===== src/rtl/spi_pkg.sv =====
// rtl/spi_pkg.sv - shared SPI state encoding and frame width
// Purpose: common types for the SPI master and slave on the shared 4-wire bus.
// Ports: none (package).
package spi_pkg;

   typedef enum logic [2:0] {
      IDLE  = 3'd0,
      SETUP = 3'd1,
      XFER  = 3'd2,
      HOLD  = 3'd3,
      DONE  = 3'd4
   } spi_state_t;

   localparam int SPI_DATA_W = 8;

endpackage


===== src/rtl/spi_sck_gen.sv =====
// rtl/spi_sck_gen.sv - SPI half-period timebase
// Purpose: counts system clocks per sck half-period while a frame is active and
//          decodes the sck edge that the next half-period boundary produces.
// Ports:
//   i_clk        system clock
//   i_rst        asynchronous active-high reset
//   i_en         count enable (frame active); counter held at 0 otherwise
//   i_sck        current sck level, used to classify the boundary
//   o_half_tick  last cycle of a half-period
//   o_sck_rise   boundary will drive sck high
//   o_sck_fall   boundary will drive sck low
module spi_sck_gen
   import spi_pkg::*;
#(
   parameter int CLK_DIV = 2
)(
   input  logic i_clk,
   input  logic i_rst,
   input  logic i_en,
   input  logic i_sck,
   output logic o_half_tick,
   output logic o_sck_rise,
   output logic o_sck_fall
);

   // One bit is kept even for CLK_DIV=1 so the counter never has zero width.
   localparam int CW = (CLK_DIV > 1) ? $clog2(CLK_DIV) : 1;

   logic [CW-1:0] r_cnt;
   logic          w_tick;

   assign w_tick = i_en && (r_cnt == CW'(CLK_DIV - 1));

   always_ff @(posedge i_clk or posedge i_rst) begin
      if (i_rst) begin
         r_cnt <= '0;
      end else if (!i_en || w_tick) begin
         r_cnt <= '0;
      end else begin
         r_cnt <= r_cnt + 1'b1;
      end
   end

   assign o_half_tick = w_tick;
   assign o_sck_rise  = w_tick && !i_sck;
   assign o_sck_fall  = w_tick &&  i_sck;

endmodule


===== src/rtl/spi_master.sv =====
// rtl/spi_master.sv - SPI mode-0 initiator (CPOL=0, CPHA=0, MSB first)
// Purpose: runs one DATA_WIDTH-bit frame per accepted start request, generating
//          sck from the system clock and returning the received word.
// Config macro: SPI_MASTER_LOOPBACK_EN - rx samples master_mosi instead of master_miso.
// Ports:
//   clk                system clock
//   master_reset       asynchronous active-high reset; aborts a frame
//   master_start       frame request, honoured only in IDLE
//   master_data_trans  word to send, latched on acceptance
//   master_miso        serial data from the slave
//   master_sck         SPI clock, idles low
//   master_ss          slave select, active low
//   master_mosi        serial data to the slave
//   master_data_rec    last received word, updated in the done cycle
//   master_busy        high from SETUP through HOLD
//   master_done        one-cycle end-of-frame pulse
module spi_master
   import spi_pkg::*;
#(
   parameter int DATA_WIDTH = SPI_DATA_W,
   parameter int CLK_DIV    = 2
)(
   input  logic                  clk,
   input  logic                  master_reset,
   input  logic                  master_start,
   input  logic [DATA_WIDTH-1:0] master_data_trans,
   input  logic                  master_miso,
   output logic                  master_sck,
   output logic                  master_ss,
   output logic                  master_mosi,
   output logic [DATA_WIDTH-1:0] master_data_rec,
   output logic                  master_busy,
   output logic                  master_done
);

   localparam int BW = (DATA_WIDTH > 1) ? $clog2(DATA_WIDTH) : 1;

   spi_state_t            r_state;
   logic                  r_sck;
   logic                  r_ss;
   logic                  r_busy;
   logic                  r_done;
   logic [BW-1:0]         r_bit_cnt;
   logic [DATA_WIDTH-1:0] r_tx;
   logic [DATA_WIDTH-1:0] r_rx;
   logic [DATA_WIDTH-1:0] r_data_rec;

   logic w_half_tick;
   logic w_sck_rise;
   logic w_sck_fall;
   logic w_rx_in;
   logic w_last_bit;

`ifdef SPI_MASTER_LOOPBACK_EN
   assign w_rx_in = master_mosi;
`else
   assign w_rx_in = master_miso;
`endif

   assign w_last_bit = (r_bit_cnt == BW'(DATA_WIDTH - 1));

   // The timebase runs only while busy so every frame starts from a fresh count.
   spi_sck_gen #(
      .CLK_DIV (CLK_DIV)
   ) u_sck_gen (
      .i_clk       (clk),
      .i_rst       (master_reset),
      .i_en        (r_busy),
      .i_sck       (r_sck),
      .o_half_tick (w_half_tick),
      .o_sck_rise  (w_sck_rise),
      .o_sck_fall  (w_sck_fall)
   );

   always_ff @(posedge clk or posedge master_reset) begin
      if (master_reset) begin
         r_state    <= IDLE;
         r_sck      <= 1'b0;
         r_ss       <= 1'b1;
         r_busy     <= 1'b0;
         r_done     <= 1'b0;
         r_bit_cnt  <= '0;
         r_tx       <= '0;
         r_rx       <= '0;
         r_data_rec <= '0;
      end else begin
         r_done <= 1'b0;
         case (r_state)
            IDLE: begin
               if (master_start) begin
                  r_state   <= SETUP;
                  r_ss      <= 1'b0;
                  r_busy    <= 1'b1;
                  r_bit_cnt <= '0;
                  r_tx      <= master_data_trans;
                  r_rx      <= '0;
               end
            end
            SETUP: begin
               if (w_half_tick) begin
                  r_state <= XFER;
               end
            end
            XFER: begin
               // First half-period of XFER is low, so rises land on odd boundaries
               // and the frame ends on the final falling boundary.
               if (w_sck_rise) begin
                  r_sck <= 1'b1;
                  r_rx  <= {r_rx[DATA_WIDTH-2:0], w_rx_in};
               end else if (w_sck_fall) begin
                  r_sck <= 1'b0;
                  if (w_last_bit) begin
                     // mosi keeps bit 0 through HOLD
                     r_state <= HOLD;
                  end else begin
                     r_bit_cnt <= r_bit_cnt + 1'b1;
                     r_tx      <= {r_tx[DATA_WIDTH-2:0], 1'b0};
                  end
               end
            end
            HOLD: begin
               if (w_half_tick) begin
                  r_state    <= DONE;
                  r_ss       <= 1'b1;
                  r_busy     <= 1'b0;
                  r_done     <= 1'b1;
                  r_data_rec <= r_rx;
               end
            end
            DONE: begin
               r_state <= IDLE;
            end
            default: begin
               r_state <= IDLE;
            end
         endcase
      end
   end

   assign master_sck      = r_sck;
   assign master_ss       = r_ss;
   assign master_mosi     = r_tx[DATA_WIDTH-1];
   assign master_data_rec = r_data_rec;
   assign master_busy     = r_busy;
   assign master_done     = r_done;

endmodule

===== config.mk =====
export PLATFORM = sky130hd
export DESIGN_NAME = spi_master
export DESIGN_NICKNAME = d
export VERILOG_FILES = /design/src/rtl/spi_pkg.sv /design/src/rtl/spi_sck_gen.sv /design/src/rtl/spi_master.sv
export SDC_FILE = /design/constraint.sdc
export NUM_CORES = 1
export LEC_CHECK = 0
export CORE_AREA = 2 2 76 78
export CTS_BUF_LIST = sky130_fd_sc_hd__clkbuf_4
export DETAILED_ROUTE_END_ITERATION = 10
export DIE_AREA = 0 0 78 80
export GPL_TIMING_DRIVEN = 1
export PLACE_DENSITY = 0.59
export SKIP_CTS_REPAIR_TIMING = 1
export SYNTH_ARGS = -nofsm -noshare
export SYNTH_HDL_FRONTEND = slang
export SYNTH_SLANG_ARGS = --single-unit

===== constraint.sdc =====
create_clock -name clk -period 2.2 [get_ports clk]
set_input_delay 0.44 -clock clk [delete_from_list [all_inputs] [get_ports clk]]
set_output_delay 0.44 -clock clk [all_outputs]
set_load 0.03 [all_outputs]

Fig. 1: nets reached from selected ports
Scale bar: 20 µm.
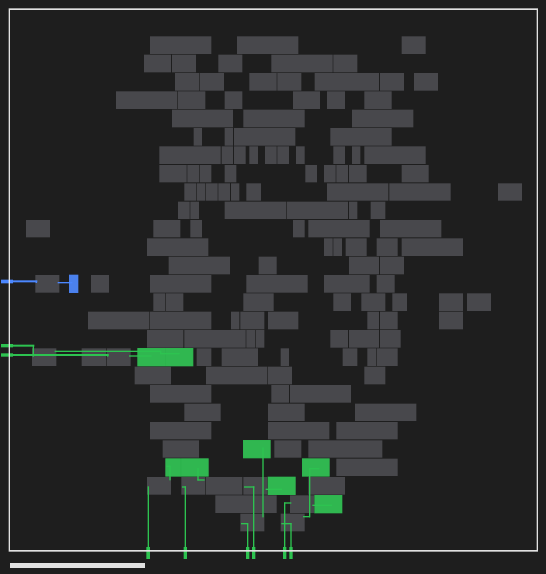
master_data_trans -> green  # direction input, edge 6 bottom, 2 left, end cells 8, buffers 8, wire 116 µm
master_reset -> blue  # direction input, edge left, end cells 1, buffers 1, wire 5.60 µm

Fig. 2: placed standard cells
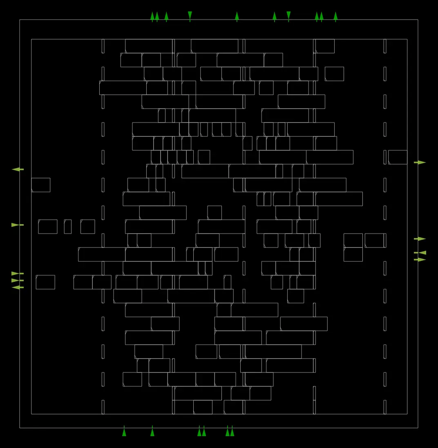
total of fill cells in the finished design: 541
Tap Cells: 72
area of the core region: 5410 µm²
num rows: 27

Fig. 3: routed metal, one color a layer
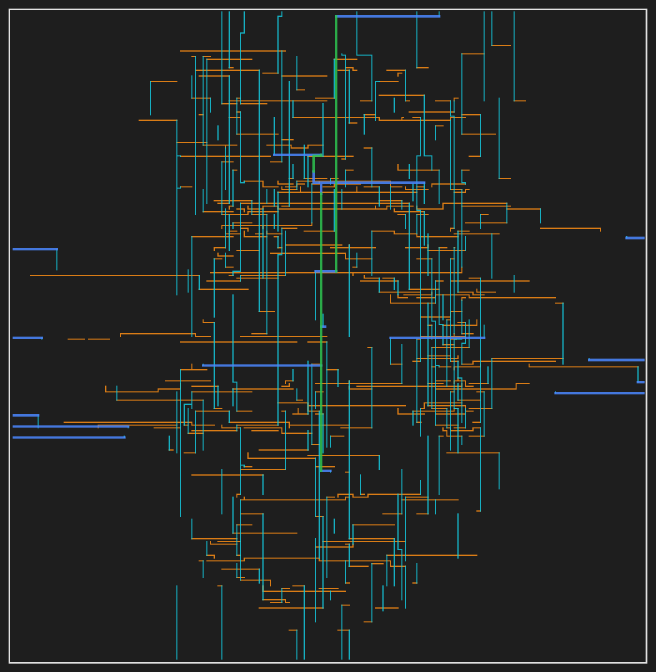
metal 4 -> green  # wire length 68.2 µm
metal 1 -> orange  # wire length 1,240 µm
metal 3 -> blue  # wire length 124 µm
metal 2 -> cyan  # wire length 1,310 µm

Fig. 4: cells by drive strength
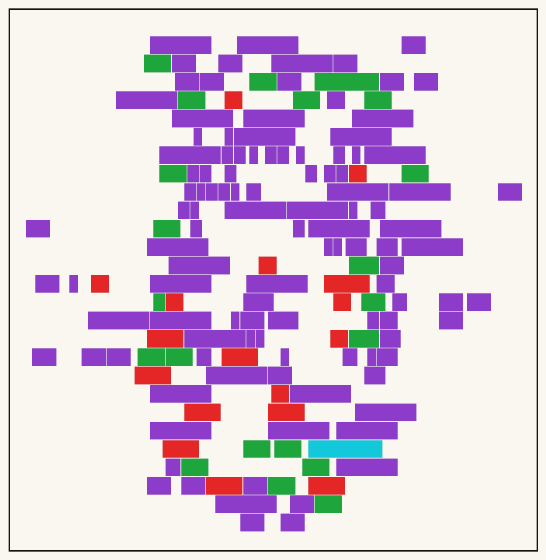
_6 and larger -> cyan  # cells 1
_2 cells -> green  # cells 21
_3 and _4 cells -> red  # cells 17
_0 and _1 cells -> purple  # cells 112
final worst setup slack: 0.224 ns
area of all placed cells without fillers: 1970 µm²

Fig. 5: cells colored by class
Fill, decap, tap and diode cells in gray.
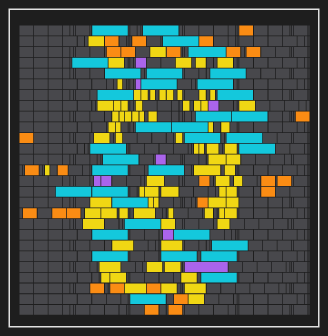
remaining buffers and delay cells -> orange  # cells 27
clock drivers and dummy loads -> purple  # cells 8
sequential cells -> cyan  # cells 35
combinational and other logic -> yellow  # cells 81
share of the final layout cell area in sequential cells: 0.445
Finished Core Util: 0.364

==> flow_metrics.py <==
# Generated from Yosys and OpenROAD reports
metrics = {
    "outcome": {
        "run_status": "completed",
    },
    "yosys": {
        "syn_area_per_cell_um2": 12.8,
        "netlist_instances": 123,
        "ys.flop_type": "dfrtp_1",
        "syn_nets": 137,
        "ys_types": 31,
    },
    "die": {
        "floorplan.core_util": 0.291,
        "die_w_um": 78,
        "overall_die_area_um2": 6240,
        "pin_count": 25,
    },
    "route": {
        "drt_wl_total_um": 2740,
        "vias": 1013,
    },
    "grt": {
        "grt_use_total": 0.101,
        "global_route_wire_length_before_repair_um": 4890,
    },
    "sta": {
        "worst_slew_pin_slew_ns": 0.515,
        "post_route_fraction_of_the_period_consumed_by_the_critical_path": 0.898,
        "timing_max_transition_violations_final": 0,
        "grt_setup_unrepaired": "false",
    },
    "cts": {
        "worstSkewPairLatency_ns": 0.33,
        "cts_made_buffers": 5,
    },
    "critical_path": {
        "critical_path.max_fanout": 2,
        "critPathLaunchType": "register",
        "path_class": "reg -> out",
        "timing.critical_path.required_ns": 1.76,
    },
    "job": {
        "stage_log_warnings": 26,
    },
    "power_and_ir_drop": {
        "power_report.internal_total_mw": 1.67,
    },
}
cells by family (layout without fill, tap and decap cells):
family | count (synthesis) | after routing | share of synthesized area
AND/OR/NAND/NOR | 34 | 34 | 0.122
flip-flops | 35 | 35 | 0.557
adder cells (fa/ha/maj) | 2 | 2 | 0.0159
AND-OR/OR-AND | 13 | 13 | 0.0556
buffers and inverters | 11 | 39 | 0.0342
XOR/XNOR | 2 | 2 | 0.0111
multiplexers | 26 | 26 | 0.203
cell type report:
cell class              instances  area [µm²]  area share
multi-input cells              77         648       0.329
flip-flops and latches         35         877       0.445
clock buffers                   5        37.5      0.0191
clock inverters                 3        38.8      0.0197
inverters                       4        15.0     0.00762
well taps                      72        90.1      0.0457
repair buffers                 27         263       0.133
stage by stage:
step / power (mW) / instances / setup WS, ns / cell area (µm²)
2_1_floorplan: 1.83 / 123 / 0.520 / 1570
3_3_place_gp: 2.12 / 215 / 0.139 / 1890
3_5_place_dp: 2.16 / 215 / 0.133 / 1890
4_1_cts: 2.61 / 223 / 0.201 / 1970
5_1_grt: 2.76 / 223 / 0.158 / 1970
6_report: 2.57 / 223 / 0.224 / 1970
layer usage:
metal / global-route usage / vias to the layer above / routed length [µm]
li1: - / 487 / -
met1: 0.121 / 500 / 1240
met2: 0.166 / 18 / 1310
met3: 0.0294 / 8 / 124
met4: 0.0526 / 0 / 68
met5: 0 / - / 0
registers in the layout, indices dropped and copies added (netlist names):
register and cells:
r_rx 8, r_bit_cnt 3, r_state 3, master_data_rec 8, master_sck 1, master_busy 1, u_sck_gen.r_cnt 1, master_done 1
master_ss 1, r_tx 8
layout by cell type (no fill, tap or decap), types with 2 or more instances in the layout:
cell             count
ha_1                 2
clkdlybuf4s50_1     24
nand2_1             10
inv_1                4
clkbuf_4             5
mux2_2              16
nor2b_1              3
nand3_1              9
mux2_4               8
buf_4                3
mux2i_1              2
o21ai_0              8
dfrtp_1             34
and3_1               2
nor2_1               2
final timing paths:
path	from	endpoint	slack, ns	cells after the start
max	master_ss	master_ss	0.22	1
min	master_reset	r_rx[0]	0.49	3
max reg2reg	r_bit_cnt[0]	r_tx[4]	0.27	5
min reg2reg	master_ss	master_ss	0.51	1
max in group asynchronous	master_reset	master_ss	1.38	3
min in group clk	master_ss	master_ss	0.51	1
power by group through the flow:
stage / Clock, mW / Sequential, mW / Combinational, mW
final: 0.439 / 1.05 / 1.08
after detailed placement: 0 / 1.06 / 1.10
after floorplan: 0 / 1.19 / 0.637
after global routing: 0.493 / 1.09 / 1.18
after global placement: 0 / 1.05 / 1.07
after CTS: 0.458 / 1.05 / 1.10
Power figures rest on the tool's default switching activity, not on a simulated workload.
